==> src/rtl/k_rd_prefetch_if.sv <==
// Read-side prefetch bus: FIFO pop side (rempty/rmem_data/rget) and consumer
// valid/ready side with occupancy and transfer statistics.
interface k_rd_prefetch_if #(
    parameter int DATA_WIDTH = 8,
    parameter int CNT_WIDTH  = 16
);
    logic                  rempty;
    logic [DATA_WIDTH-1:0] rmem_data;
    logic                  rget;
    logic [DATA_WIDTH-1:0] rdata;
    logic                  rvalid;
    logic                  rready;
    logic [1:0]            rlevel;
    logic [CNT_WIDTH-1:0]  rxfer_cnt;

    // slave: the prefetch stage itself
    modport slave (
        input  rempty, rmem_data, rready,
        output rget, rdata, rvalid, rlevel, rxfer_cnt
    );

    // master: FIFO read control plus consumer environment
    modport master (
        output rempty, rmem_data, rready,
        input  rget, rdata, rvalid, rlevel, rxfer_cnt
    );
endinterface

==> src/rtl/k_rd_prefetch.sv <==
// Async FIFO read-side output stage: 2-entry prefetch (head + skid) giving a
// registered valid/ready interface with zero-bubble throughput.
module k_rd_prefetch #(
    parameter int DATA_WIDTH = 8,
    parameter int CNT_WIDTH  = 16
) (
    input  logic                   rclk,
    input  logic                   rrst_n,
    k_rd_prefetch_if.slave         bus
);
    typedef enum logic [1:0] {
        ST_EMPTY = 2'd0,
        ST_ONE   = 2'd1,
        ST_FULL  = 2'd2
    } state_t;

    state_t                r_state;
    state_t                w_state_nxt;
    logic [DATA_WIDTH-1:0] r_head;
    logic [DATA_WIDTH-1:0] r_skid;
    logic [CNT_WIDTH-1:0]  r_cnt;
    logic                  w_rget;
    logic                  w_rvalid;
    logic                  w_push;
    logic                  w_pop;

    assign w_push = w_rget;
    assign w_pop  = w_rvalid & bus.rready;

    always_ff @(posedge rclk or negedge rrst_n) begin
        if (!rrst_n) r_state <= ST_EMPTY;
        else         r_state <= w_state_nxt;
    end

    always_comb begin
        w_state_nxt = r_state;
        case (r_state)
            ST_EMPTY: if (w_push) w_state_nxt = ST_ONE;
            ST_ONE: begin
                if (w_push && !w_pop)      w_state_nxt = ST_FULL;
                else if (!w_push && w_pop) w_state_nxt = ST_EMPTY;
            end
            ST_FULL:  if (w_pop && !w_push) w_state_nxt = ST_ONE;
            default:  w_state_nxt = ST_EMPTY;
        endcase
    end

    // Reset gates rget so the read control sees no pop while the stage is held.
    always_comb begin
        w_rget   = 1'b0;
        w_rvalid = 1'b0;
        if (rrst_n) w_rget = ~bus.rempty & ((r_state != ST_FULL) | bus.rready);
        w_rvalid = (r_state != ST_EMPTY);
    end

    always_ff @(posedge rclk or negedge rrst_n) begin
        if (!rrst_n) begin
            r_head <= '0;
            r_skid <= '0;
            r_cnt  <= '0;
        end else begin
            if (w_pop) r_cnt <= r_cnt + CNT_WIDTH'(1);
            case (r_state)
                ST_EMPTY: if (w_push) r_head <= bus.rmem_data;
                ST_ONE: begin
                    if (w_push && w_pop) r_head <= bus.rmem_data;
                    else if (w_push)     r_skid <= bus.rmem_data;
                end
                ST_FULL: begin
                    // skid always drains into head first to preserve order
                    if (w_pop)  r_head <= r_skid;
                    if (w_push) r_skid <= bus.rmem_data;
                end
                default: ;
            endcase
        end
    end

    assign bus.rget      = w_rget;
    assign bus.rvalid    = w_rvalid;
    assign bus.rdata     = r_head;
    assign bus.rlevel    = r_state;
    assign bus.rxfer_cnt = r_cnt;
endmodule

==> src/flat_wrapper.sv <==
// flat-port wrapper written by rule: the top's interface ports become plain ports
module k_rd_prefetch_flat 
#(
    parameter int DATA_WIDTH = 8,
    parameter int CNT_WIDTH  = 16
)
  (rclk, rrst_n, bus_rempty, bus_rmem_data, bus_rready, bus_rget, bus_rdata, bus_rvalid, bus_rlevel, bus_rxfer_cnt);
  k_rd_prefetch_if #(.DATA_WIDTH(DATA_WIDTH), .CNT_WIDTH(CNT_WIDTH)) bus_i ();
  input  logic rclk;
  input  logic rrst_n;
  input wire logic [$bits(bus_i.rempty)-1:0] bus_rempty;
  input wire logic [$bits(bus_i.rmem_data)-1:0] bus_rmem_data;
  input wire logic [$bits(bus_i.rready)-1:0] bus_rready;
  output wire logic [$bits(bus_i.rget)-1:0] bus_rget;
  output wire logic [$bits(bus_i.rdata)-1:0] bus_rdata;
  output wire logic [$bits(bus_i.rvalid)-1:0] bus_rvalid;
  output wire logic [$bits(bus_i.rlevel)-1:0] bus_rlevel;
  output wire logic [$bits(bus_i.rxfer_cnt)-1:0] bus_rxfer_cnt;
  assign bus_i.rempty = bus_rempty;
  assign bus_i.rmem_data = bus_rmem_data;
  assign bus_i.rready = bus_rready;
  assign bus_rget = bus_i.rget;
  assign bus_rdata = bus_i.rdata;
  assign bus_rvalid = bus_i.rvalid;
  assign bus_rlevel = bus_i.rlevel;
  assign bus_rxfer_cnt = bus_i.rxfer_cnt;
  k_rd_prefetch #(.DATA_WIDTH(DATA_WIDTH), .CNT_WIDTH(CNT_WIDTH)) u_core (.rclk(rclk), .rrst_n(rrst_n), .bus(bus_i));
endmodule
==> config.mk <==
export PLATFORM = sky130hd
export DESIGN_NAME = k_rd_prefetch_flat
export DESIGN_NICKNAME = d
export VERILOG_FILES = /design/src/rtl/k_rd_prefetch_if.sv /design/src/rtl/k_rd_prefetch.sv /design/src/flat_wrapper.sv
export SDC_FILE = /design/constraint.sdc
export NUM_CORES = 1
export LEC_CHECK = 0
export CORE_UTILIZATION = 52
export DETAILED_ROUTE_END_ITERATION = 12
export MAX_ROUTING_LAYER = met4
export PLACE_DENSITY = 0.84
export SLEW_MARGIN = 20
export SYNTH_ARGS = -nofsm -noshare
export SYNTH_HDL_FRONTEND = slang
export SYNTH_SLANG_ARGS = --single-unit
==> constraint.sdc <==
create_clock -name rclk -period 3.1 [get_ports rclk]
set_clock_uncertainty 0.05 [all_clocks]
set_input_delay 0.465 -clock rclk [delete_from_list [all_inputs] [get_ports rclk]]
set_output_delay 0.465 -clock rclk [all_outputs]
set_load 0.01 [all_outputs]
Fig. 1: run 1, clock distribution
Bar = 20 um.
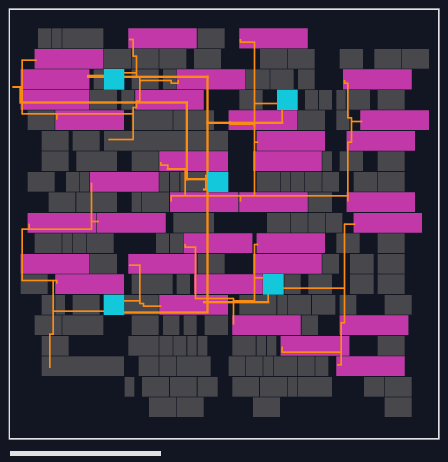
[orange] clock wires | length: 394 um
[cyan] clock-net drivers | count: 5
[magenta] flip-flops | count: 34
routed clock nets	6
Clk. pwr: 426 uW
clock power share: 29.2%
clk latency late pin: 340 ps

Fig. 2: run 1, register map, names as in the netlist
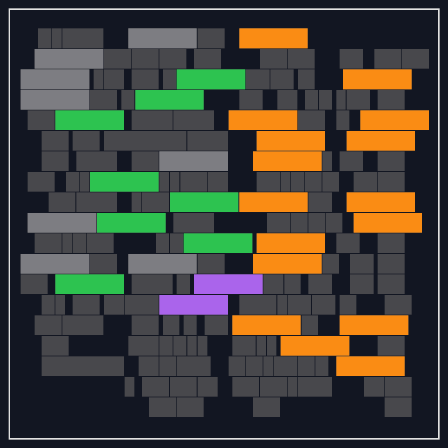
colour	signal	placed flops
green	u_core.r_skid	8
orange	u_core.bus.rxfer_cnt	16
purple	u_core.bus.rlevel	2
Util after Layout: 74.7%
Seq area share: 40.6%
sequential power: 645 uW
register area: 851 um^2

Fig. 3: run 1, cells coloured by class
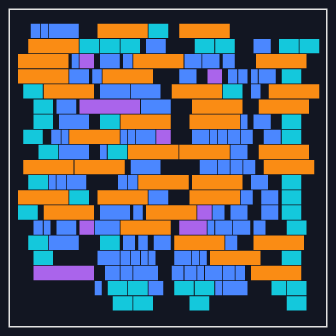
colour	class	cells
purple	clock drivers and dummy loads	8
blue	remaining logic cells	93
cyan	remaining buffers and delay cells	40
orange	registers	34
# rows: 19
Layout Cell Area excl Fill: 2090 um^2
Core Area: 2810 um^2

Fig. 4: run 1, clock nets
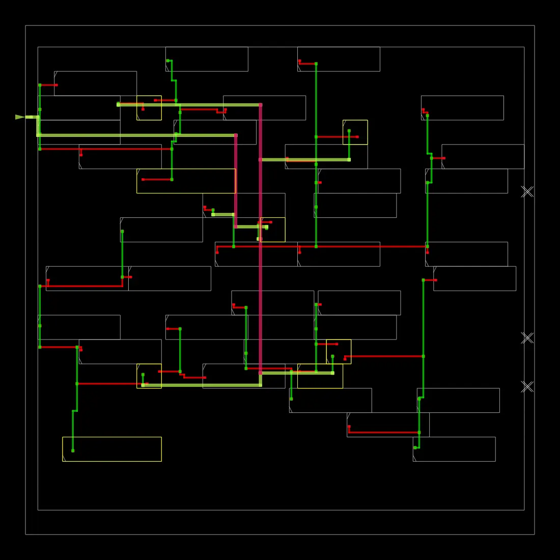
flip-flops: 34
CLK BUF: 6
TritonCTS buffer count: 5
CTS sink cnt: 34

==> flow_summary_export.csv, run 1 <==
group,metric,value,unit
yosys,syn-num-nets,142,
run_status,status,"finished, violations left",
pwr,power.density,697,nW/um^2
yosys,synth_dominant_cell_count,"dfrtp_1",
yosys,ys_sh_mux,12.8,%
final_timing,tightest_slew,656,ps
final_timing,hold_viol_final,0,
grt,grt_pass1_wl,5.25,mm
hold_path,hold_end,"u_core.bus.rxfer_cnt[15]$_DFFE_PN0P_",
critical_path,crit_slowest_cell,"dfrtp_1",
final_timing,fin_crit_sh,78.7,%
route,dr.pass1.iters,8,
yosys,area_leaders,"dfrtp_1 54%, xnor2_1 7.9%, mux2_4 7.7%",
yosys,syn_area,1560,um^2
grt,grt_max_degree,36,
die,taps,31,
clock_tree,postCtsHoldBufs,0,
yosys,syn_inst,129,
yosys,ys_seq_share,54.5,%
yosys,ys_top_cells_by_count,"34 x dfrtp_1, 14 x xnor2_1, 10 x a21oi_1, 10 x nor2_1",
critical_path,r2r-end,"u_core.bus.rdata[5]$_DFFE_PN0P_",
yosys,top_area_share,54.5,%
critical_path,crit_cells,3,
yosys,synth_warnings,0,
grt,grt_overflow,0,
placement,gp_congestion,0.777,
placement,hpwl,2.14,mm
route,drtIter0Drc,43,
yosys,yosysTopAreaCell,"dfrtp_1",
final_timing,relSlewSlack,56.0,%
yosys,synth-xor-area-share,8.41,%
critical_path,critPathArrivalTime,1920,ps
yosys,yosysChipArea,1560,um^2
critical_path,cp-start-kind,"register",
placement,io_buffers,39,
cells_and_area,area_delta_synth_final,34.1,%
die,chipArea,3230,um^2
grt,use_met2,35.4,%
route,dr.max_layer_used,"met4",
grt,use_met3,7.83,%
die,pin_count,40,
cells_and_area,num-multi-input-gates,92,
critical_path,crit_path_max_incr_delay,550,ps
critical_path,crit_end,"bus_rget",
yosys,yosysCellCount,129,
critical_path,cpLargestDelayFamily,"flip-flops",
final_timing,setup_ws,661,ps
grt,grt_pass1_vias,1173,
job,cap_violations,0,
route,vias,1131,
cells_and_area,n_antenna_cell,0,
yosys,simple_gate_share,15.5,%
cells_and_area,clock_cell_area_share,5.32,%
final_timing,setup_tns,0,ps
critical_path,crit_chain,"nand2b_2, o21a_1, clkdlybuf4s50_1",
die,fp-utilization,55.7,%
yosys,ys_sh_aoi,6.73,%
die,dieHeight,56.8,um
cells_and_area,drive_above_1_share,14.9,%
grt,grt_busiest_layer,"met2",
final_timing,holdWs,435,ps
yosys,async_flop_share,100,%
pwr,ir_drop,0.463,mV
clock_tree,cts_tree,"done",
job,warning_count,26,
hold_path,min-delay-start,"u_core.bus.rxfer_cnt[15]$_DFFE_PN0P_",
clock_tree,ctsHtreeMaxLevel,2,
yosys,synth.logic.top_family,"simple AND/OR/NAND/NOR gates",
critical_path,regToRegSetupSlack,1250,ps
yosys,syn_area_per_cell,12.1,um^2
route,ant_nets,0,
yosys,ff_type,"dfrtp_1",
grt,track_usage,22.4,%
cells_and_area,logic_area,692,um^2
clock_tree,path_clk_slew,110,ps
final_timing,setup_viol,0,
pwr,power.leakage,0.000963,uW
critical_path,worstPathRequired,2580,ps
cells_and_area,inverters,1,
pwr,power.total,1460,uW
clock_tree,cts_buffer_depth,2,
final_timing,grt_setup_unrepaired,"false",
critical_path,crit-reg2reg-launch,"u_core.bus.rlevel[1]$_DFFE_PN0P_",
route,routed_wl,3.05,mm
grt,antenna_found_initial,0,
route,wl_met3,199,um
cells_and_area,most-common-layout-cells,"39 x clkdlybuf4s50_1, 34 x dfrtp_1, 14 x xnor2_1",
cells_and_area,lay_top_count,"clkdlybuf4s50_1",
critical_path,path_class,"reg2out",
cells_and_area,num-nonclk-buffers,40,
route,met1_length,1.34,mm
yosys,edf_count,0,
die,die_w,56.8,um
hold_path,min_delay_path_depth,1,
route,viasPerCell,5.49,
cells_and_area,fillers,205,
route,post_drt_wl_per_cell,14.8,um
critical_path,reg2reg_depth,4,
yosys,yosysUniqueCellTypes,29,
cells_and_area,sh_comb_area,33.0,%
placement,dpl_worst_slack,636,ps
critical_path,critPathCaptureType,"output port",
clock_tree,ctsResizeCount,0,
hold_path,hold_class,"reg2reg",
yosys,ys_ff,34,
critical_path,crit_buf_inv,1,
clock_tree,postCtsSetupRepairBufs,0,
clock_tree,root_buffer,"clkbuf_4",
cells_and_area,signal_buffer_area_fraction,19.0,%
critical_path,crit_start,"u_core.bus.rlevel[1]$_DFFE_PN0P_",
run_status,failed_checks,"DRC",
grt,grt_use_met1,27.5,%
final_timing,fmax,410,MHz
route,wl_met2,1.48,mm
cells_and_area,final_nets,187,
yosys,ys_sh_adder,0.801,%
final_timing,period_minus_slack,2440,ps
final_timing,finalMaxSlewViolations,0,
critical_path,path_max_fanout,12,
route,remaining_drc_errors,6,
cells_and_area,dominant-cell-class,"flip-flops and latches",
## run 1: registers in the layout (all words and copies together), names as in the netlist
signal and count:
u_core.bus.rdata 8, u_core.bus.rxfer_cnt 16, u_core.r_skid 8, u_core.bus.rlevel 2
## run 1: stage by stage
stage	util (%)	cell area, um^2	std cells
floorplan	-	1560	129
CTS	74.7	2090	206
global placement	70.7	1980	198
finish	74.7	2090	206
detailed placement	70.7	1980	198
global route	74.7	2090	206
## run 1: power by group
group	leakage (uW)	total (uW)	switching (uW)	internal [uW]
clock network	0.0000585	426	153	273
registers	0.000427	645	93.8	551
logic	0.000477	389	147	242
## run 1: worst reg2reg max path: stages, from the launching register on
cell       delay (ps)
dfrtp_1           550
nand2b_2          300
o2bb2ai_2         620
nor2_1             90
a21oi_1           160
==> run 1 -> run 2 <==
--- a/config.mk
+++ b/config.mk
@@ -5,10 +5,10 @@
 export SDC_FILE = /design/constraint.sdc
 export NUM_CORES = 1
 export LEC_CHECK = 0
-export CORE_UTILIZATION = 52
+export CORE_UTILIZATION = 43
 export DETAILED_ROUTE_END_ITERATION = 12
 export MAX_ROUTING_LAYER = met4
-export PLACE_DENSITY = 0.84
+export PLACE_DENSITY = 0.74
 export SLEW_MARGIN = 20
 export SYNTH_ARGS = -nofsm -noshare
 export SYNTH_HDL_FRONTEND = slang
==> constraint.sdc (replaced) <==
create_clock -name rclk -period 2.1 [get_ports rclk]
set_clock_uncertainty 0.05 [all_clocks]
set_input_delay 0.315 -clock rclk [delete_from_list [all_inputs] [get_ports rclk]]
set_output_delay 0.315 -clock rclk [all_outputs]
set_load 0.01 [all_outputs]
==> flow_summary_export.csv, run 2 <==
group,metric,value,unit
route,drtIter0Drc,43,
placement,hpwl,2.18,mm
cells_and_area,largest_reg_flops,16,
yosys,top_area_share,54.5,%
pwr,p_sw_share,29.6,%
clock_tree,clock_sink_count,34,
yosys,ys_ff,34,
critical_path,worstPathRequired,1740,ps
cells_and_area,seq_area,851,um^2
critical_path,cpLargestDelayFamily,"buffers and inverters",
die,fp-utilization,45.7,%
critical_path,crit_end,"bus_rget",
cells_and_area,drive_above_1_share,15.7,%
final_timing,fmax,496,MHz
yosys,syn_area,1560,um^2
yosys,syn_area_per_cell,12.1,um^2
placement,io_buffers,39,
cells_and_area,final_nets,190,
die,fp-row-count,21,
cells_and_area,area_delta_synth_final,33.5,%
yosys,ys_top_cells_by_count,"34 x dfrtp_1, 14 x xnor2_1, 10 x a21oi_1, 10 x nor2_1",
final_timing,finalMaxSlewViolations,0,
clock_tree,cts_buffer_depth,2,
hold_path,hold_end,"u_core.bus.rxfer_cnt[15]$_DFFE_PN0P_",
critical_path,regToRegSetupSlack,350,ps
yosys,syn-num-nets,142,
clock_tree,postCtsSetupRepairBufs,0,
yosys,async_flop_share,100,%
cells_and_area,clock_cell_area_share,2.88,%
pwr,power.density,911,nW/um^2
hold_path,min-delay-start,"u_core.bus.rxfer_cnt[15]$_DFFE_PN0P_",
yosys,area_leaders,"dfrtp_1 54%, xnor2_1 7.9%, mux2_4 7.7%",
pwr,power.leakage,0.000954,uW
placement,dp_cells,216,
route,vias,1134,
yosys,ff_type,"dfrtp_1",
cells_and_area,most-common-layout-cells,"39 x clkdlybuf4s50_1, 34 x dfrtp_1, 14 x xnor2_1",
die,die_w,62.3,um
grt,grt_busiest_layer,"met2",
clock_tree,clkLatencyLatePin,330,ps
die,core_area,3420,um^2
grt,use_met2,26.5,%
grt,antenna_found_initial,0,
cells_and_area,sh_comb_area,33.2,%
cells_and_area,nClkBuffers,7,
clock_tree,ctsHtreeMaxLevel,2,
hold_path,min_delay_path_depth,1,
cells_and_area,lay_top_count,"clkdlybuf4s50_1",
grt,grt_max_degree,35,
route,ant_nets,0,
clock_tree,cts_buffers,5,
pwr,pwr-share-clk,19.6,%
route,remaining_drc_errors,0,
cells_and_area,signal_buffer_area_fraction,20.2,%
critical_path,critPathCaptureType,"output port",
final_timing,relSlewSlack,59.8,%
final_timing,tightest_slew,600,ps
clock_tree,cts_tree,"done",
yosys,yosysCellCount,129,
die,dieHeight,62.3,um
critical_path,crit-reg2reg-launch,"u_core.bus.rlevel[0]$_DFFE_PN0P_",
yosys,ys_seq_share,54.5,%
final_timing,setup_viol,0,
grt,track_usage,17.8,%
hold_path,hold_class,"reg2reg",
pwr,comb_power_share,30.3,%
critical_path,crit_path_max_incr_delay,470,ps
cells_and_area,dominant-cell-class,"flip-flops and latches",
grt,grt_pass1_vias,1148,
route,post_drt_wl_per_cell,13.3,um
clock_tree,root_buffer,"clkbuf_4",
yosys,yosysChipArea,1560,um^2
critical_path,reg2reg_depth,5,
critical_path,crit_start,"u_core.bus.rlevel[0]$_DFFE_PN0P_",
yosys,yosysTopAreaCell,"dfrtp_1",
critical_path,path_class,"reg2out",
cells_and_area,final_area,2080,um^2
yosys,yosysUniqueCellTypes,29,
yosys,synth_warnings,0,
route,viasPerCell,5.06,
pwr,pg_comb,576,uW
pwr,power_frac_seq,50.1,%
cells_and_area,n_antenna_cell,0,
grt,grt_use_met1,22.7,%
final_timing,setup_tns,0,ps
pwr,ir_drop,0.417,mV
route,routed_wl,2.99,mm
run_status,status,"finished, final reports clean",
yosys,syn_inst,129,
grt,use_met3,5.88,%
critical_path,r2r-end,"u_core.bus.rdata[7]$_DFFE_PN0P_",
clock_tree,postCtsHoldBufs,0,
yosys,synth_dominant_cell_count,"dfrtp_1",
cells_and_area,flop-count,34,
final_timing,grt_setup_unrepaired,"false",
pwr,power.total,1900,uW
final_timing,period_minus_slack,2020,ps
die,pin_count,40,
grt,grt_pass1_wl,5.24,mm
yosys,edf_count,0,
pwr,p_int,1340,uW
critical_path,crit_slowest_cell,"clkdlybuf4s50_1",
critical_path,crit_cells,3,
placement,dpl-instance-area,2020,um^2
final_timing,setup_ws,83.2,ps
critical_path,crit_chain,"nand2b_2, o21a_1, clkdlybuf4s50_1",
pwr,pg_clk,372,uW
final_timing,fin_crit_sh,96.0,%
cells_and_area,num-multi-input-gates,92,
critical_path,critPathArrivalTime,1650,ps
cells_and_area,fillers,293,
die,chipArea,3880,um^2
clock_tree,path_clk_slew,100,ps
grt,grt_overflow,0,
placement,dpl_worst_slack,88.2,ps
route,dr.pass1.iters,4,
cells_and_area,inverters,1,
placement,gp_congestion,0.846,
critical_path,cp-start-kind,"register",
cells_and_area,layout.cells.non_filler,224,
job,warning_count,26,
cells_and_area,num-nonclk-buffers,43,
pwr,power_leader,"registers",
critical_path,crit_buf_inv,1,
## run 2: netlist changes by cell type in the layout (fill, tap and decap cells not counted)
cell / change
bufinv_16: -2
clkbuf_1: +1
buf_4: +3
clkinv_2: +1
## run 2: metal layers
metal / routed length, um / vias up
li1: - / 543
met3: 178 / 4
met5: 0 / -
met4: 23 / 0
met1: 1390 / 546
met2: 1390 / 41
## run 2: logic make-up (layout without fill, tap and decap cells)
family,after synthesis,after routing,share of synthesized area [%]
compound gates,16,16,6.73
xor+xnor,15,15,8.41
simple gates,44,44,15.5
flops,34,34,54.5
mux,16,16,12.8
fa+ha+maj,1,1,0.801
buf+inv,3,52,1.20
Fig. 5: run 2, register map, names as in the netlist
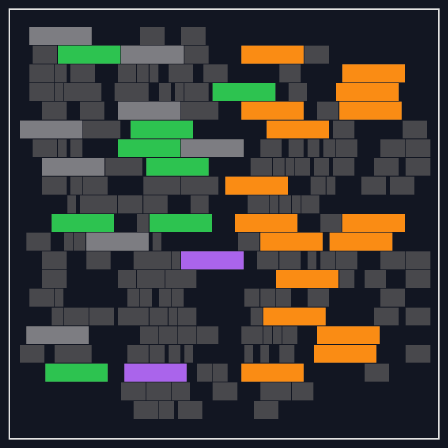
colour	signal	placed flops
purple	u_core.bus.rlevel	2
green	u_core.r_skid	8
orange	u_core.bus.rxfer_cnt	16
not coloured	8
sequential power: 952 uW
Seq area share: 40.8%
Util after Layout: 61.0%

Power and IR drop assume default switching activity.
